Figure 1. The metal 1 layer (run 1).
Cells faint in the background.
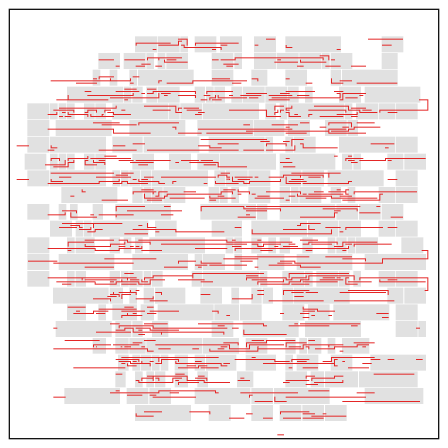
Figure 2. M2 wires (run 1).
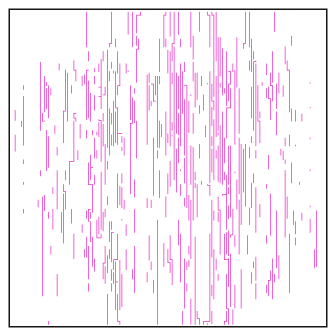
Figure 3. Met3 routing (run 1).
Cells faint in the background.
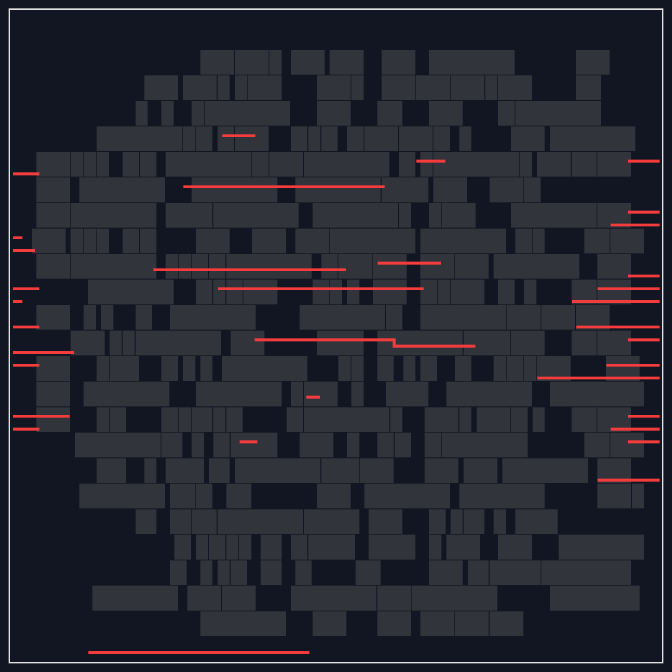
**src/rtl/debug_pkg.sv**
```systemverilog
// -----------------------------------------------------------------------------
// debug_pkg
// Shared definitions for the debug unit dump controllers.
//   dump_state_e       : state encoding of the register-bank dump sequencer
//   DBG_CMD_DUMP_REGS  : command-decoder opcode that produces the dump i_start
// -----------------------------------------------------------------------------
package debug_pkg;

    typedef enum logic [2:0] {
        ST_IDLE,
        ST_HALT_WAIT,
        ST_ADDR,
        ST_CAPTURE,
        ST_SEND,
        ST_NEXT,
        ST_CKSUM,
        ST_DONE
    } dump_state_e;

    // ASCII 'R' received by the debug UART command decoder.
    localparam logic [7:0] DBG_CMD_DUMP_REGS = 8'h52;

endpackage

```
**src/rtl/byte_serializer.sv**
```systemverilog
// -----------------------------------------------------------------------------
// byte_serializer
// Splits a loaded word into bytes, LSB byte first, over a valid/ready port.
// Ports:
//   i_clk, i_reset  : clock, asynchronous active-high reset
//   i_load          : one-cycle load of i_word (starts a new word)
//   i_word          : word to serialize
//   i_single        : send only the lowest byte of i_word
//   o_tx_data       : current byte (registered)
//   o_tx_valid      : byte valid (registered), held until accepted
//   i_tx_ready      : sink accepts byte
//   o_done          : high in the cycle the final byte is accepted
// -----------------------------------------------------------------------------
module byte_serializer #(
    parameter int NB_DATA = 32,
    parameter int NB_BYTE = 8
) (
    input  logic               i_clk,
    input  logic               i_reset,
    input  logic               i_load,
    input  logic [NB_DATA-1:0] i_word,
    input  logic               i_single,
    output logic [NB_BYTE-1:0] o_tx_data,
    output logic               o_tx_valid,
    input  logic               i_tx_ready,
    output logic               o_done
);

    localparam int N_BYTES = NB_DATA / NB_BYTE;
    localparam int NB_CNT  = (N_BYTES > 1) ? $clog2(N_BYTES) : 1;

    logic [NB_DATA-1:0] shift_q;
    logic [NB_CNT-1:0]  cnt_q;
    logic [NB_CNT-1:0]  last_q;
    logic               valid_q;
    logic               xfer;

    assign xfer       = valid_q && i_tx_ready;
    assign o_done     = xfer && (cnt_q == last_q);
    assign o_tx_data  = shift_q[NB_BYTE-1:0];
    assign o_tx_valid = valid_q;

    always_ff @(posedge i_clk or posedge i_reset) begin
        if (i_reset) begin
            shift_q <= '0;
            cnt_q   <= '0;
            last_q  <= '0;
            valid_q <= 1'b0;
        end else if (i_load) begin
            shift_q <= i_word;
            cnt_q   <= '0;
            last_q  <= i_single ? '0 : NB_CNT'(N_BYTES - 1);
            valid_q <= 1'b1;
        end else if (xfer) begin
            shift_q <= shift_q >> NB_BYTE;
            cnt_q   <= cnt_q + 1'b1;
            if (cnt_q == last_q) begin
                valid_q <= 1'b0;
            end
        end
    end

endmodule

```
**src/rtl/regfile_dump_ctrl.sv**
```systemverilog
// -----------------------------------------------------------------------------
// regfile_dump_ctrl
// Dumps the register bank through the decode stage's debug read port:
// requests a halt, waits for acknowledge, then reads addresses 0..N_REGS-1
// and streams every word as bytes (LSB first) toward the UART TX FIFO.
// Build option: define REGDUMP_CHECKSUM_EN to append one XOR checksum byte
// covering every byte sent in the dump.
// Ports:
//   i_clk, i_reset  : clock, asynchronous active-high reset
//   i_start         : one-cycle dump command (ignored unless idle)
//   i_halted        : pipeline halt acknowledge
//   o_halt_req      : halt request, held for the whole dump
//   o_r_addr        : debug read address (address counter)
//   i_r_data        : debug read data
//   o_tx_data/o_tx_valid/i_tx_ready : byte stream to TX FIFO
//   o_busy          : dump in progress
//   o_done          : one-cycle completion pulse
// -----------------------------------------------------------------------------
module regfile_dump_ctrl #(
    parameter int NB_DATA = 32,
    parameter int NB_ADDR = 5,
    parameter int N_REGS  = 32,
    parameter int NB_BYTE = 8
) (
    input  logic               i_clk,
    input  logic               i_reset,
    input  logic               i_start,
    input  logic               i_halted,
    output logic               o_halt_req,
    output logic [NB_ADDR-1:0] o_r_addr,
    input  logic [NB_DATA-1:0] i_r_data,
    output logic [NB_BYTE-1:0] o_tx_data,
    output logic               o_tx_valid,
    input  logic               i_tx_ready,
    output logic               o_busy,
    output logic               o_done
);

    import debug_pkg::*;

    localparam logic [NB_ADDR-1:0] LAST_ADDR = NB_ADDR'(N_REGS - 1);

    dump_state_e        state_q, state_d;
    logic [NB_ADDR-1:0] addr_q, addr_d;
    logic               halt_q, busy_q, done_q;

    logic               ser_load;
    logic [NB_DATA-1:0] ser_word;
    logic               ser_single;
    logic               ser_done;

`ifdef REGDUMP_CHECKSUM_EN
    logic [NB_BYTE-1:0] cksum_q;

    always_ff @(posedge i_clk or posedge i_reset) begin
        if (i_reset) begin
            cksum_q <= '0;
        end else if (state_q == ST_IDLE && i_start) begin
            cksum_q <= '0;
        end else if (o_tx_valid && i_tx_ready) begin
            cksum_q <= cksum_q ^ o_tx_data;
        end
    end
`endif

    always_comb begin
        state_d    = state_q;
        addr_d     = addr_q;
        ser_load   = 1'b0;
        ser_word   = i_r_data;
        ser_single = 1'b0;
        case (state_q)
            ST_IDLE: begin
                if (i_start) begin
                    state_d = ST_HALT_WAIT;
                    addr_d  = '0;
                end
            end
            ST_HALT_WAIT: begin
                if (i_halted) begin
                    state_d = ST_ADDR;
                end
            end
            // Settle cycle for the decode stage's combinational read mux.
            ST_ADDR: state_d = ST_CAPTURE;
            ST_CAPTURE: begin
                ser_load = 1'b1;
                state_d  = ST_SEND;
            end
            ST_SEND: begin
                if (ser_done) begin
                    state_d = ST_NEXT;
                end
            end
            ST_NEXT: begin
                if (addr_q == LAST_ADDR) begin
`ifdef REGDUMP_CHECKSUM_EN
                    // Last word's final byte was folded in on the previous edge.
                    state_d    = ST_CKSUM;
                    ser_load   = 1'b1;
                    ser_word   = NB_DATA'(cksum_q);
                    ser_single = 1'b1;
`else
                    state_d    = ST_DONE;
`endif
                end else begin
                    addr_d  = addr_q + 1'b1;
                    state_d = ST_ADDR;
                end
            end
`ifdef REGDUMP_CHECKSUM_EN
            ST_CKSUM: begin
                if (ser_done) begin
                    state_d = ST_DONE;
                end
            end
`endif
            ST_DONE: state_d = ST_IDLE;
            default: state_d = ST_IDLE;
        endcase
    end

    // Status outputs are registered from the next state so they line up
    // with the state they describe.
    always_ff @(posedge i_clk or posedge i_reset) begin
        if (i_reset) begin
            state_q <= ST_IDLE;
            addr_q  <= '0;
            halt_q  <= 1'b0;
            busy_q  <= 1'b0;
            done_q  <= 1'b0;
        end else begin
            state_q <= state_d;
            addr_q  <= addr_d;
            halt_q  <= (state_d != ST_IDLE) && (state_d != ST_DONE);
            busy_q  <= (state_d != ST_IDLE) && (state_d != ST_DONE);
            done_q  <= (state_d == ST_DONE);
        end
    end

    byte_serializer #(
        .NB_DATA (NB_DATA),
        .NB_BYTE (NB_BYTE)
    ) u_ser (
        .i_clk      (i_clk),
        .i_reset    (i_reset),
        .i_load     (ser_load),
        .i_word     (ser_word),
        .i_single   (ser_single),
        .o_tx_data  (o_tx_data),
        .o_tx_valid (o_tx_valid),
        .i_tx_ready (i_tx_ready),
        .o_done     (ser_done)
    );

    assign o_halt_req = halt_q;
    assign o_busy     = busy_q;
    assign o_done     = done_q;
    assign o_r_addr   = addr_q;

endmodule
```
**config.mk**
```make
export PLATFORM = sky130hd
export DESIGN_NAME = regfile_dump_ctrl
export DESIGN_NICKNAME = d
export VERILOG_FILES = /design/src/rtl/debug_pkg.sv /design/src/rtl/byte_serializer.sv /design/src/rtl/regfile_dump_ctrl.sv
export SDC_FILE = /design/constraint.sdc
export NUM_CORES = 1
export LEC_CHECK = 0
export CAP_MARGIN = 20
export CORE_MARGIN = 1.5
export CORE_UTILIZATION = 49
export CTS_CLUSTER_SIZE = 28
export DETAILED_ROUTE_END_ITERATION = 6
export GPL_TIMING_DRIVEN = 0
export MAX_ROUTING_LAYER = met4
export PLACE_DENSITY = 0.82
export SLEW_MARGIN = 20
export SYNTH_ARGS = -nofsm -noshare
export SYNTH_HDL_FRONTEND = slang
export SYNTH_SLANG_ARGS = --single-unit
```
**constraint.sdc**
```tcl
create_clock -name i_clk -period 2 [get_ports i_clk]
set_input_delay 0.3 -clock i_clk [delete_from_list [all_inputs] [get_ports i_clk]]
set_output_delay 0.3 -clock i_clk [all_outputs]
set_load 0.05 [all_outputs]
```
==> impl_metrics.toml, run 1 <==
# implementation run metrics
[floorplan]
n_tap_cell = 50
rows = 23
die_w_um = 69.5
die-area_um2 = 4830
ioPinCount = 54

[synthesis]
synth.most_common_cell = "nand2_1"
ys.flop_type = "dfrtp_1"
edf_count = 0
syn_avg_cell_area_um2 = 10.2
common_cells = "47 x nand2_1, 46 x dfrtp_1, 27 x o21ai_0, 26 x mux2i_1, 10 x nand3_1"
ys_ff = 46
syn_inst = 212

[grt]
grt_antenna_before_repair = 0
track_usage_pct = 20.7

[power_and_ir_drop]
power.group.top = "combinational cells"
clkPwrFrac_pct = 13.5
p_leak_nw = 1.39
powerComb_mw = 1.89
vdd_drop_max_v = 0.000773
power_mw = 3.95

[sta]
hold_viol_final = 0
finalClockSkew_ns = 0.00743
holdWs_ns = 0.357
fmax_mhz = 524

[finish]
largest_register_ffs = 32
num_antenna_cells = 0
lay_top_cells = "53 x clkdlybuf4s50_1, 47 x nand2_1, 44 x dfrtp_1"
seqAreaFraction_pct = 40.2
combGateArea_um2 = 876
finalInstanceArea_um2 = 2870
flop-count = 46
fill_cells = 331

[clock_network]
cts_root_buf = "clkbuf_8"
numCtsBuffers = 5

[run]
max_cap_violations = 0

[setup_path]
reg2reg_depth = 6
path_class = "reg -> reg"
crit_path_start = "o_r_addr[0]"

[outcome]
outcome = "finished, final reports clean"

[placement]
dpl-instance-area_um2 = 2790
port_buffers = 53

[drt]
drtPass1Iterations = 4
-- Figure 1 (at the start) --
main direction: horizontal
wire length on this layer: 2090 um
vias: 1679
met1 usage in global routing: 28.4%
final WL: 4500 um

-- Figure 2 (at the start) --
main direction: vertical
longest straight run: 29.2 um
nets with wire on the layer: 254
routing usage on met2: 31.1%

-- Figure 3 (at the start) --
share of all routed wire: 5.1%
main direction: horizontal
nets with wire on the layer: 31
grt met3 use: 4.94%

==> run 1: layer usage <==
metal,global-route usage [%],vias up,wire length (um)
met5,-,-,0
met4,5.66,0,54
met3,4.94,5,230
met2,31.1,41,2130
met1,28.4,801,2090
li1,-,832,-
==> run 1: cell families after synthesis <==
family / synth area share [%]
AND/OR/NAND/NOR: 17.0
buffers and inverters: 6.41
adder cells (fa/ha/maj): 1.16
AND-OR/OR-AND: 8.78
multiplexers: 12.7
XOR/XNOR: 0.809
flip-flops: 53.1
==> run 1: critical path, cell delays in order (launching register included) <==
cell and delay [ns]:
dfrtp_2 0.44, ha_1 0.22, and3_1 0.19, ha_1 0.23, and4bb_4 0.41, nor2b_4 0.06, mux2_4 0.25
Figure 4. Congestion heat map (run 1).
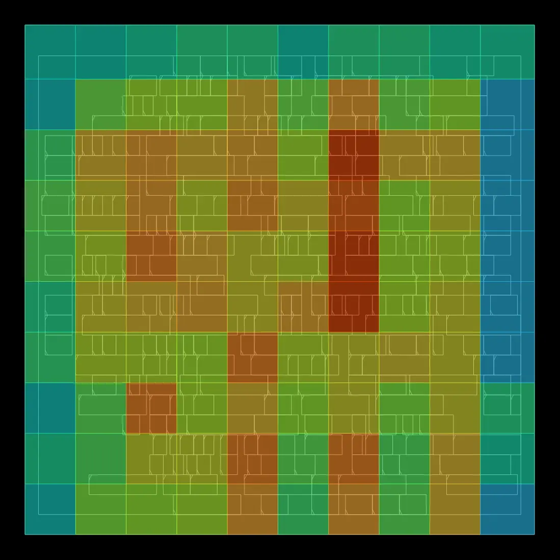

--- run 2 (diff from run 1) ---
--- a/config.mk
+++ b/config.mk
@@ -7,12 +7,12 @@
 export LEC_CHECK = 0
 export CAP_MARGIN = 20
 export CORE_MARGIN = 1.5
-export CORE_UTILIZATION = 49
+export CORE_UTILIZATION = 40
 export CTS_CLUSTER_SIZE = 28
 export DETAILED_ROUTE_END_ITERATION = 6
 export GPL_TIMING_DRIVEN = 0
 export MAX_ROUTING_LAYER = met4
-export PLACE_DENSITY = 0.82
+export PLACE_DENSITY = 0.69
 export SLEW_MARGIN = 20
 export SYNTH_ARGS = -nofsm -noshare
 export SYNTH_HDL_FRONTEND = slang
Figure 5. Congestion heat map (run 2).
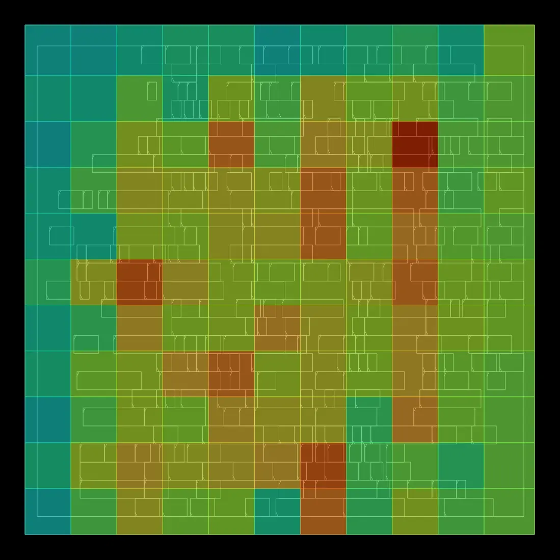
total track usage: 17.9%
wire per inst: 13.6 um
met1 usage in global routing: 23.0%

Figure 6. Register map, names as in the netlist (run 2).
Bar = 20 um. Other sequential cells in the stronger gray, the rest of the logic in the fainter gray.
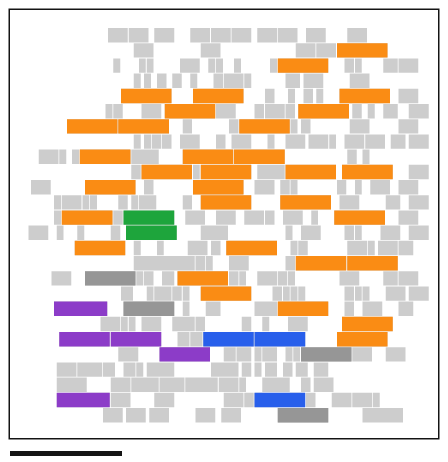
[o_r_addr] purple | placed flops: 5 | where: south-west
[u_ser.shift_q] orange | placed flops: 32
[state_q] blue | placed flops: 3
[u_ser.cnt_q] green | placed flops: 2
sequential cell power: 1.53 mW
fin util: 56.3%
Seq area share: 39.6%
register area: 1150 um2

==> impl_metrics.toml, run 2 <==
# implementation run metrics
[drt]
top_layer = "met4"
drtPass1Iterations = 4
wl_met3_um = 193
met2_length_um = 2200

[floorplan]
n_tap_cell = 70
ioPinCount = 54

[run]
max_cap_violations = 0

[synthesis]
synth-compound-area-share_pct = 8.78
syn_inst = 212
synth-simple-area-share_pct = 17.0
edf_count = 0

[finish]
num_antenna_cells = 0
combGateArea_um2 = 876
lay_top_cells = "53 x clkdlybuf4s50_1, 47 x nand2_1, 44 x dfrtp_1"
fill_cells = 480
largest_register_ffs = 32
finalInstanceArea_um2 = 2910

[power_and_ir_drop]
power_mw = 4.10
p_leak_nw = 1.40

[placement]
port_buffers = 53
dpl-instance-area_um2 = 2810

[outcome]
outcome = "finished, final reports clean"

[setup_path]
crit_path_start = "o_r_addr[0]"
reg2reg_depth = 6

[grt]
grt_busiest_layer = "met2"
grt_antenna_before_repair = 0

[sta]
finalClockSkew_ns = 0.00533
hold_viol_final = 0
holdWs_ns = 0.331

[clock_network]
numCtsBuffers = 5
-- run 2: cell types whose count changed in the layout (fill, tap and decap cells not counted) --
cell | before | now
buf_16 | 1 | 0
clkinv_2 | 2 | 0
buf_12 | 0 | 1
bufinv_16 | 0 | 1
clkbuf_1 | 7 | 9
-- run 2: cells by family after synthesis --
logic type | count (synthesis)
AND/OR/NAND/NOR | 77
AND-OR/OR-AND | 34
flip-flops | 46
adder cells (fa/ha/maj) | 2
multiplexers | 27
XOR/XNOR | 2
buffers and inverters | 24
-- run 2: power by group --
group	internal, mW	switching, mW
combinational	0.808	1.09
clock	0.374	0.305
sequential	1.30	0.225
-- run 2: critical path, stage by stage (launching register included) --
cell and delay, ns:
dfrtp_2 0.43, ha_1 0.21, and3_1 0.18, ha_1 0.22, and4bb_4 0.41, nor2b_4 0.06, mux2_4 0.25
Power and IR drop assume default switching activity.
